`src/rtl/sram_access_controller.sv`:
```
// rtl/sram_access_controller.sv - 32-bit MEM-stage access split into two 16-bit SRAM halves; optional SRAM_BOUND_CHECK_EN
module sram_access_controller #(
  parameter int unsigned ADDR_BASE   = 1024,
  parameter int unsigned WAIT_CYCLES = 5,
  parameter int unsigned SRAM_AW     = 18
) (
  input  logic               clk,
  input  logic               rst,
  input  logic               MEM_R_ENIn,
  input  logic               MEM_W_ENIn,
  input  logic [31:0]        addressIn,
  input  logic [31:0]        writeDataIn,
  output logic [31:0]        readDataOut,
  output logic               readyOut,
  output logic               errOut,
  output logic [SRAM_AW-1:0] SRAM_ADDR,
  output logic [15:0]        SRAM_DQ_O,
  input  logic [15:0]        SRAM_DQ_I,
  output logic               SRAM_DQ_OE,
  output logic               SRAM_WE_N
);

  // Counter only needs to reach WAIT_CYCLES-1; WAIT_CYCLES >= 2 keeps CW >= 1.
  localparam int unsigned CW = $clog2(WAIT_CYCLES);
  localparam int unsigned WW = SRAM_AW - 1;
  localparam logic [CW-1:0] CNT_LAST = CW'(WAIT_CYCLES - 1);

  typedef enum logic [1:0] {S_IDLE, S_LO, S_HI, S_DONE} state_t;

  state_t          state_q, state_d;
  logic [CW-1:0]   cnt_q, cnt_d;
  logic [WW-1:0]   word_q, word_d;
  logic [31:0]     wdata_q, wdata_d;
  logic            is_write_q, is_write_d;
  logic [15:0]     rd_lo_q, rd_lo_d;
  logic [31:0]     rdata_q, rdata_d;
  logic            err_q, err_d;

  logic            req;
  logic [WW-1:0]   word_trunc;
  logic            out_of_range;
  logic            last_cycle;

  assign req        = MEM_R_ENIn | MEM_W_ENIn;
  assign word_trunc = WW'((addressIn - ADDR_BASE) >> 2);
  assign last_cycle = (cnt_q == CNT_LAST);

`ifdef SRAM_BOUND_CHECK_EN
  // Below the base, or a word index past the end of the SRAM, never reaches the pads.
  assign out_of_range = (addressIn < ADDR_BASE) ||
                        (((addressIn - ADDR_BASE) >> 2) >= (32'd1 << WW));
`else
  assign out_of_range = 1'b0;
`endif

  // Stall only while a request is pending and the word has not finished.
  assign readyOut    = ~req | (state_q == S_DONE);
  assign readDataOut = rdata_q;
  assign errOut      = err_q;

  // Next-state logic: latch the request on leaving IDLE, count wait states, capture read halves.
  always_comb begin
    state_d    = state_q;
    cnt_d      = cnt_q;
    word_d     = word_q;
    wdata_d    = wdata_q;
    is_write_d = is_write_q;
    rd_lo_d    = rd_lo_q;
    rdata_d    = rdata_q;
    err_d      = err_q;
    case (state_q)
      S_IDLE: begin
        if (req) begin
          if (out_of_range) begin
            state_d = S_DONE;
            err_d   = 1'b1;
            if (!MEM_W_ENIn) rdata_d = '0;
          end else begin
            state_d    = S_LO;
            cnt_d      = '0;
            word_d     = word_trunc;
            wdata_d    = writeDataIn;
            is_write_d = MEM_W_ENIn;
          end
        end
      end
      S_LO: begin
        if (last_cycle) begin
          cnt_d   = '0;
          state_d = S_HI;
          if (!is_write_q) rd_lo_d = SRAM_DQ_I;
        end else begin
          cnt_d = cnt_q + 1'b1;
        end
      end
      S_HI: begin
        if (last_cycle) begin
          cnt_d   = '0;
          state_d = S_DONE;
          if (!is_write_q) rdata_d = {SRAM_DQ_I, rd_lo_q};
        end else begin
          cnt_d = cnt_q + 1'b1;
        end
      end
      S_DONE:  state_d = S_IDLE;
      default: state_d = S_IDLE;
    endcase
  end

  // Pad drive decoded from registered state; WE_N released on the last cycle for data hold.
  always_comb begin
    SRAM_ADDR  = '0;
    SRAM_DQ_O  = '0;
    SRAM_DQ_OE = 1'b0;
    SRAM_WE_N  = 1'b1;
    if (state_q == S_LO || state_q == S_HI) begin
      SRAM_ADDR = {word_q, (state_q == S_HI)};
      if (is_write_q) begin
        SRAM_DQ_OE = 1'b1;
        SRAM_DQ_O  = (state_q == S_HI) ? wdata_q[31:16] : wdata_q[15:0];
        SRAM_WE_N  = last_cycle;
      end
    end
  end

  // State registers; reset aborts any access in flight.
  always_ff @(posedge clk or negedge rst) begin
    if (!rst) begin
      state_q    <= S_IDLE;
      cnt_q      <= '0;
      word_q     <= '0;
      wdata_q    <= '0;
      is_write_q <= 1'b0;
      rd_lo_q    <= '0;
      rdata_q    <= '0;
      err_q      <= 1'b0;
    end else begin
      state_q    <= state_d;
      cnt_q      <= cnt_d;
      word_q     <= word_d;
      wdata_q    <= wdata_d;
      is_write_q <= is_write_d;
      rd_lo_q    <= rd_lo_d;
      rdata_q    <= rdata_d;
      err_q      <= err_d;
    end
  end

endmodule
```
`config.mk`:
```
export PLATFORM = sky130hd
export DESIGN_NAME = sram_access_controller
export DESIGN_NICKNAME = d
export VERILOG_FILES = /design/src/rtl/sram_access_controller.sv
export SDC_FILE = /design/constraint.sdc
export NUM_CORES = 1
export LEC_CHECK = 0
export CAP_MARGIN = 5
export CORE_MARGIN = 10
export CORE_UTILIZATION = 49
export DETAILED_ROUTE_END_ITERATION = 12
export PLACE_DENSITY = 0.86
export SYNTH_ARGS = -nofsm -noshare
export SYNTH_HDL_FRONTEND = slang
export SYNTH_SLANG_ARGS = --single-unit
```
`constraint.sdc`:
```
create_clock -name clk -period 5.64 [get_ports clk]
set_clock_uncertainty 0.15 [all_clocks]
set_input_delay 1.128 -clock clk [delete_from_list [all_inputs] [get_ports clk]]
set_output_delay 1.128 -clock clk [all_outputs]
set_load 0.05 [all_outputs]
```
==> run notes, run 1 <==
STA classifies the critical path endpoint as a primary output. Portion of netlist area occupied by mux cells: 0.159. The run gives 0.575 for the part of the Yosys area used for sequential elements. The cell chosen for the clock root is sky130_fd_sc_hd__clkbuf_8.

Per the GRT congestion report, total overflow comes to 0. Area share of the leading cell type in the synthesized netlist: 0.575. The run gives 1800 sq um for the multi-input logic area. In this run the register-to-register setup slack is 3100 ps. TritonCTS built the clock tree. The highest supply drop recorded on VDD is 0.497 mV. The tools report the via count of the first global-routing pass as 3,603. The compound-gate portion of the synthesized area was 0.0391. The endpoint of the worst setup timing path is SRAM_DQ_O[1]. The final weighted congestion of routability-driven global placement was 0.797. The path class of the lowest-slack min-delay path was register to register. DRC violation total after the first TritonRoute iteration: 168.

The initial antenna violation count was 0; the xor/xnor cell area share of the yosys netlist was 0.00391. Sorting the synthesized cells by area gives the leading types as sky130_fd_sc_hd__dfrtp_1, sky130_fd_sc_hd__mux2_2, sky130_fd_sc_hd__nand2_1. The startpoint kind of the worst setup timing path is a register. The floorplan core density was 0.509; the sequential cell area in the final layout was 2580 sq um. Yosys reports that the most numerous cell types are sky130_fd_sc_hd__nand2_1, sky130_fd_sc_hd__dfrtp_1, sky130_fd_sc_hd__mux2_2. The clock passes through at most 2 buffers. The tools report the post-detailed-placement cell area as 5930 sq um. Once synthesis finished, the tally of register bits stood at 103. The script parses the final routing iteration and logs DRC violations as 0. The timing report gives the clock slew at the launch and capture registers of the worst setup and hold paths as 110 ps. The routed design shows a via density per instance of 5.12. Summed over all cells, the static leakage comes to 2.77 nW.

TritonCTS reports the number of clock sinks as 103. The critical path in this run is classified as register to primary output. Per the synth stats, the flop cell with the highest instance count is sky130_fd_sc_hd__dfrtp_1.

The logs give 638 for the final-stage net count and 0 ps for the final total negative setup slack. For the number of distinct library cells after synthesis, the log shows 36. The worst setup slack after layout is 1070 ps, and the ratio of total power to cell area is 692 nW/um^2. The run gives 0.193 for the met1 usage. Looking at the gate-level netlist, the highest instance count belongs to sky130_fd_sc_hd__nand2_1. Per the OpenROAD floorplan log, the height of the die is 116 um. The fraction of layout instances using a drive strength above 1 was 0.127. The post-CTS hold buffer count recorded in the log is 0. Derived from the worst setup path, the maximum achievable clock frequency is 219 MHz. The script logs the mean routed wire length per placed instance as 16.4 um. Synthesis handed over a netlist of 415 instances.

The run gives 0.0223 for the area share of fa/ha/maj cells after synthesis. The detailed router reported a total wirelength of 10,800 um. The total nets after synthesis came out at 507. According to the floorplan report, the total die area is 13,400 sq um. Counting pins that exceed their max-slew limit in the final report gives 0.

The share of async-settable or async-resettable flops after synthesis was 1.00. The final timing report derives a shortest allowable period of 4570 ps. The synthesized design contains 0 enable-type register cells. The tools report the first-pass iteration count of the detailed router as 6. Looking at the max-slew report, the worst-margin pin has a slew of 1180 ps. The tools report the met3 global-route usage as 0.0677. In this run the critical register-to-register path is launched from state_q[0]. The first-pass GRT wire length came out at 17,500 um. The flow ran to the end, and the final reports show no timing, DRC or antenna violations. The endpoint identified for the worst register-to-register timing path is readDataOut[20]. OpenSTA, run right after detailed placement, puts the worst setup slack at 1420 ps. Main combinational cell family by area after synthesis: simple AND/OR/NAND/NOR gates. Per the Yosys statistics, synthesis produced 415 cells. The relative max-transition margin is 0.209, and the length in cells of the worst reg-to-reg path is 5. Per the CTS log, the maximum H-tree level is 3.

The final setup violation count came out at 0. Sorting the Yosys area breakdown by cell type puts at the top sky130_fd_sc_hd__dfrtp_1. The global router reports that the layer with the highest usage is met2. The skew report gives the latency at the later pin of the worst-skew pair as 360 ps. Setup repair after global routing left no endpoint under its margin. Worst path required time: 4360 ps. The stat command in Yosys gives a chip area of 4480 sq um. Once detail routing completed, the nets flagged for antenna violations numbered 0. The share of synthesized cell area in and, or, nand and nor gates is 0.174, and the antenna diode count is 0.

Summing over the stages, the warning tally comes to 46. Looking at the post-CTS report, the setup buffer insertion count equals 0. The width of the die was 116 um.
[run 1: power by group]
part / leakage [nW] / internal (mW) / total [mW] / switching (mW)
registers: 1.23 / 1.11 / 1.30 / 0.190
logic: 1.43 / 0.892 / 2.50 / 1.60
clock network: 0.101 / 0.176 / 0.445 / 0.270
[run 1: stage by stage]
step                std cells  total power [mW]   util  hold WS, ps
floorplan                 415              2.99      -          288
global placement          643              3.76  0.673          302
detailed placement        643              3.83  0.673          310
CTS                       659              4.28  0.695          335
global route              659              4.50  0.695          351
finish                    659              4.24  0.695          328
[run 1: worst min path at each step]
stage | slack, ps | cells past startpoint | start | endpoint
after floorplan | 290 | 2 | word_q[0] | word_q[0]
after global placement | 300 | 2 | word_q[1] | word_q[1]
after detailed placement | 310 | 2 | word_q[0] | word_q[0]
after CTS | 330 | 2 | wdata_q[3] | wdata_q[3]
after global routing | 350 | 2 | wdata_q[1] | wdata_q[1]
final | 330 | 2 | word_q[0] | word_q[0]
[run 1: flip-flops by register name (all words and copies together) (netlist names)]
| signal | flops |
|---|---|
| cnt_q | 3 |
| is_write_q | 1 |
| rd_lo_q | 16 |
| readDataOut | 32 |
| state_q | 2 |
| wdata_q | 32 |
| word_q | 17 |
[run 1: area by class of cell]
type	instances	share of cell area
multi-input cells	285	0.294
clock inverters	7	0.0112
inverters	7	0.00429
flip-flops and latches	103	0.421
well taps	108	0.0221
clock buffers	9	0.0202
repair buffers	140	0.227
[run 1: worst max-delay path: stages, from the launching register on]
cell and delay, ps:
sky130_fd_sc_hd__dfrtp_1 420, sky130_fd_sc_hd__inv_1 100, sky130_fd_sc_hd__ha_1 710, sky130_fd_sc_hd__nand2_1 600
sky130_fd_sc_hd__nor2_1 260, sky130_fd_sc_hd__clkdlybuf4s50_1 860
[run 1: placed cells by master, fill, tap and decap left out, types with 2 or more instances in the layout]
cell and count:
sky130_fd_sc_hd__clkdlybuf4s50_1 136, sky130_fd_sc_hd__clkbuf_8 9, sky130_fd_sc_hd__a31oi_1 5, sky130_fd_sc_hd__or3b_1 2, sky130_fd_sc_hd__dfrtp_1 103, sky130_fd_sc_hd__or3_1 2, sky130_fd_sc_hd__mux2i_1 16, sky130_fd_sc_hd__a22o_1 2
sky130_fd_sc_hd__o21ai_0 7, sky130_fd_sc_hd__a32o_1 2, sky130_fd_sc_hd__o31ai_1 3, sky130_fd_sc_hd__ha_1 8, sky130_fd_sc_hd__nand2_1 132, sky130_fd_sc_hd__mux2_1 3, sky130_fd_sc_hd__and2_1 17, sky130_fd_sc_hd__inv_1 7
sky130_fd_sc_hd__inv_8 3, sky130_fd_sc_hd__xnor2_1 2, sky130_fd_sc_hd__buf_4 4, sky130_fd_sc_hd__mux2_2 46, sky130_fd_sc_hd__nor2_1 22, sky130_fd_sc_hd__or4_1 2, sky130_fd_sc_hd__inv_6 3
[run 1: routing by layer]
metal  up-vias  wire length, um
met3        11             1150
met1      1624             4660
met4         0              124
met2       120             4900
li1       1617                -
met5         -                0
[run 1: logic make-up after synthesis]
group | after synthesis
DFF | 103
adders and majority gates | 8
buffers and inverters | 27
xor gates and xnor gates | 2
other | 1
AOI/OAI and AO/OA | 26
and+or+nand+nor | 183
muxes | 65
Run 1, metal 2:
Cells faint in the background.
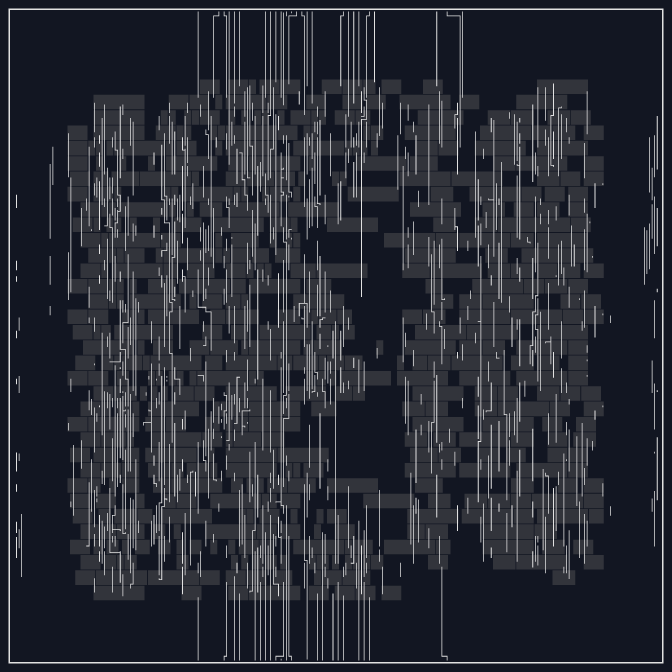
The layer holds 45% of the routed length. 546 nets have wire on it. The wires run mostly vertical. The longest straight run is 42.8 um. The layer carries 4,900 um of wire.
Vias: 3,372
global routing usage on met2: 0.258

Run 1, placement by cell class:
Scale bar: 20 um.
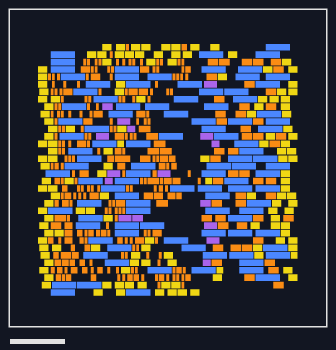
Blue stands for flops, cells 103. Purple stands for clock drivers and dummy loads, cells 16. Yellow stands for other buffers and delay cells, cells 140. Orange stands for all other logic, cells 292.
total core area: 8810 sq um
share of cell area taken by flip-flops and latches: 0.421
post-route cell area: 6120 sq um
share of the core filled with cells: 0.695

Run 1, cell placement:
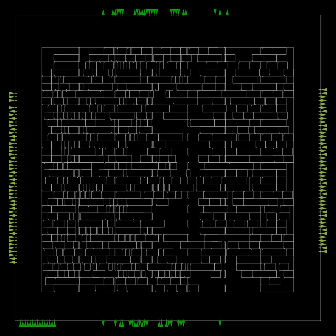
layout sequential cell count: 103
fillers: 659
num rows: 34
Non-Filler Instances: 659

==> run 2: changes to the inputs <==
--- a/config.mk
+++ b/config.mk
@@ -7,9 +7,9 @@
 export LEC_CHECK = 0
 export CAP_MARGIN = 5
 export CORE_MARGIN = 10
-export CORE_UTILIZATION = 49
+export CORE_UTILIZATION = 41
 export DETAILED_ROUTE_END_ITERATION = 12
-export PLACE_DENSITY = 0.86
+export PLACE_DENSITY = 0.76
 export SYNTH_ARGS = -nofsm -noshare
 export SYNTH_HDL_FRONTEND = slang
 export SYNTH_SLANG_ARGS = --single-unit
==> constraint.sdc (replaced) <==
create_clock -name clk -period 4.19 [get_ports clk]
set_clock_uncertainty 0.15 [all_clocks]
set_input_delay 0.838 -clock clk [delete_from_list [all_inputs] [get_ports clk]]
set_output_delay 0.838 -clock clk [all_outputs]
set_load 0.05 [all_outputs]
Run 2, cell placement:
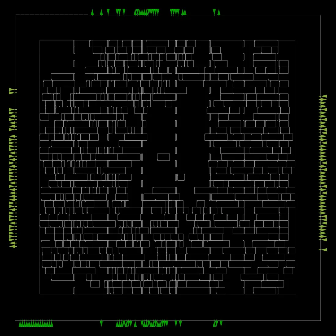
tap cell count: 140
total core area: 10,700 sq um
share of cell area taken by flip-flops and latches: 0.417
Non-Filler Instances: 692

==> run 2 against run 1 <==
Synthesized cell count stayed put. Critical endpoint is now SRAM_DQ_O[3]. Area after synthesis unchanged. Worst hold slack got worse by 2.4 ps. Flip-flop count unchanged. Largest cell class unchanged. Cell area grew 0.88%. Final cell count up 5.0%. Critical path depth unchanged. Register-to-register slack got worse by 1200 ps. Sequential power increased by 35%.
==> run notes, run 2 <==
The logs give 595 ps (-820 ps) for the placement-stage worst setup slack and 0.102 (-0.003) for the part of the total power dissipated in the clock network. The worst hold-check slack was 326 ps (-2.44 ps). Setup repair after global routing left no endpoint under its margin. TritonCTS built the clock tree.

The total number of clock tree sinks was 103 (unchanged). The wire length per cell after detailed routing is 15.9 um (-3.3%). With the initial antenna violation count at 0 (unchanged), the worst-margin pin slew is 945 ps (-236 ps). The run gives 38 (+12%) for the site row count.

Startpoint kind of the worst setup timing path: a register. STA lists the endpoint of the worst register-to-register path as readDataOut[20]. The count of warning messages emitted by the tools was 46 (unchanged); the CTS clock-pin slew for the worst setup and hold paths was 90 ps (-20 ps).

The yosys stat cell total was 415 (unchanged); the overall routed net length was 11,000 um (+1.5%). Per the STA report, the cell with the highest stage delay on the worst path is sky130_fd_sc_hd__clkdlybuf4s50_1. For the part of the Yosys area used for sequential elements, the log shows 0.575 (unchanged). For the instance count of the mapped netlist, the log shows 415 (unchanged). Total nets after synthesis: 507 (unchanged).

The dominant cell by count in the synthesized netlist was sky130_fd_sc_hd__nand2_1. The run gives 678 (+5.4%) as the cell count after placement. The main area contributors are sky130_fd_sc_hd__dfrtp_1, sky130_fd_sc_hd__mux2_2, sky130_fd_sc_hd__nand2_1. Leading area contributor after synthesis: sky130_fd_sc_hd__dfrtp_1.

For the internal power component, the log shows 2.97 mW (+36%). The tools report the final-stage net count as 641 (+0.47%). The run gives 4 (-2) as the first-pass iteration count of the detailed router. The source of the worst register-to-register timing path was state_q[0]. Path class of the lowest-slack min-delay path: register to register. Per STA, the worst path is made up of inv_1 -> ha_1 -> nand2_1 -> nor2_1 -> clkdlybuf4s50_1. The total of flip-flops plus latches after synthesis is 103 (unchanged), and the final total negative setup slack is 0 ps (unchanged). The fraction of layout instances using a drive strength above 1 came out at 0.130 (+0.00339). Final weighted congestion of routability-driven global placement: 0.771 (-3.3%). The run gives 0 (unchanged) for the remaining design rule violation count. The run gives 0.480 (-0.00725) for the net switching fraction of the power. The number of distinct library cells after synthesis was 36 (unchanged); the post-synth tally of flip-flops with integrated enable was 0 (unchanged).

The maximum cell stage delay along the critical path is 840 ps (-20 ps). The commonest register cell is sky130_fd_sc_hd__dfrtp_1. The run gives 2 (unchanged) for the number of cells on the worst hold path. The first-pass GRT wire length is 18,300 um (+4.5%), and the height of the die is 125 um (+7.7%). The tools report the hold buffer count at CTS as 0 (unchanged). The run gives 0 (unchanged) as the final global-route overflow total. For the antenna violation net count after detailed routing, the log shows 0 (unchanged). The tools report the worst setup slack after layout as 490 ps (-576 ps). The flow ran to the end, and the final reports show no timing, DRC or antenna violations. The width of the die is 125 um (+7.7%), and the combined buffer and inverter count along the critical path is 2 (unchanged). The library cells used most frequently in the layout, excluding fill and tap cells, are sky130_fd_sc_hd__clkdlybuf4s50_1, sky130_fd_sc_hd__nand2_1, sky130_fd_sc_hd__dfrtp_1.

The run gives 4.89 (-4.4%) for the via density per instance. The sort of element at the end of the critical path was a primary output. The internal reg-to-reg setup slack is 1920 ps (-1180 ps), and the area share of the leading cell type in the synthesized netlist is 0.575 (unchanged).

The logs give 2.73 mW (+33%) for the net switching component of the power and 0.370 (+0.161) for the relative max-transition margin. The run gives 0.557 mV (+12%) for the maximum ir drop on the vdd rail. The tools report the endpoint of the worst hold path as word_q[1]. The run gives 15,500 sq um (+16%) as the area of the chip. The placement report lists the number of port buffers as 137. The maximum operating frequency was 270 MHz. Counting instances in the post-synthesis netlist gives the leading cell types as sky130_fd_sc_hd__nand2_1, sky130_fd_sc_hd__dfrtp_1, sky130_fd_sc_hd__mux2_2.

For the level count of the clock H-tree, the log shows 3 (unchanged). With the floorplan core density at 0.417 (-0.0918), the post-route total power is 5.70 mW (+35%). In the setup report, the worst path falls into the class register to primary output.

The worst path needs 3700 ps of the cycle, external delays included. The final setup violation count came out at 0 (unchanged). The number of buffers inserted to repair setup after CTS is 0 (unchanged). The DRC violation total after the first TritonRoute iteration was 190 (+13%); the antenna diode count was 0 (unchanged). The timing report attributes the biggest portion of critical-path delay to buffers and inverters. The launch point of the worst hold path is word_q[1]. The ratio of total power to cell area works out to 923 nW/um^2 (+33%).
## run 2: cell counts after synthesis
Identical to the previous run, type by type.
## run 2: worst max path at each step
stage                           from             to  slack, ps  depth (start not counted)
after detailed placement  state_q[0]   SRAM_DQ_O[3]        600                          5
after global routing      state_q[0]   SRAM_DQ_O[0]        290                          5
final                     state_q[0]   SRAM_DQ_O[3]        490                          5
after CTS                 state_q[0]   SRAM_DQ_O[3]        160                          5
after floorplan           state_q[0]  SRAM_DQ_O[10]        880                          6
after global placement    state_q[0]   SRAM_DQ_O[0]        610                          5
## run 2: logic make-up (layout without fill, tap and decap cells)
group,count (synthesis),after routing,share of synthesized area
AOI/OAI and AO/OA,26,26,0.0391
xor gates and xnor gates,2,2,0.00391
adders and majority gates,8,8,0.0223
buffers and inverters,27,164,0.0251
DFF,103,103,0.575
muxes,65,65,0.159
other,1,1,0.000837
and+or+nand+nor,183,183,0.174
## run 2: stage by stage
stage | utilization | instance area (sq um)
4_1_cts | 0.575 | 6170
3_5_place_dp | 0.558 | 5990
6_report | 0.575 | 6180
5_1_grt | 0.575 | 6180
3_3_place_gp | 0.558 | 5990
2_1_floorplan | - | 4480
## run 2: per-layer routing
layer,track usage,vias to the layer above,wire length (um)
li1,-,1618,-
met1,0.179,1648,5080
met2,0.219,103,4950
met3,0.0489,15,782
met4,0.0562,0,189
met5,0,-,0
## run 2: layout make-up
cell class	instances	area, sq um
clock inverters	2	16.3
multi-input cells	285	1800
flip-flops and latches	103	2580
inverters	7	26.3
fillers	947	4570
well taps	140	175
clock buffers	12	165
repair buffers	143	1410
## run 2: worst min-delay path, stage by stage (launching register included)
cell	delay, ps
sky130_fd_sc_hd__dfrtp_1	350
sky130_fd_sc_hd__nand2_1	50
sky130_fd_sc_hd__nand2_1	50
## run 2: what timing repair did
item | in CTS | in global routing
setup endpoints to repair | 0 | 1
resized | 0 | 1
hold endpoints to repair | 0 | 0
## run 2: power groups by stage
stage	logic [mW]	registers, mW	clock network, mW
after global routing	3.61	1.81	0.636
after floorplan	1.76	2.27	0
after CTS	3.43	1.75	0.602
after global placement	3.37	1.74	0
final	3.37	1.75	0.583
after detailed placement	3.42	1.77	0
Power and IR drop assume default switching activity.
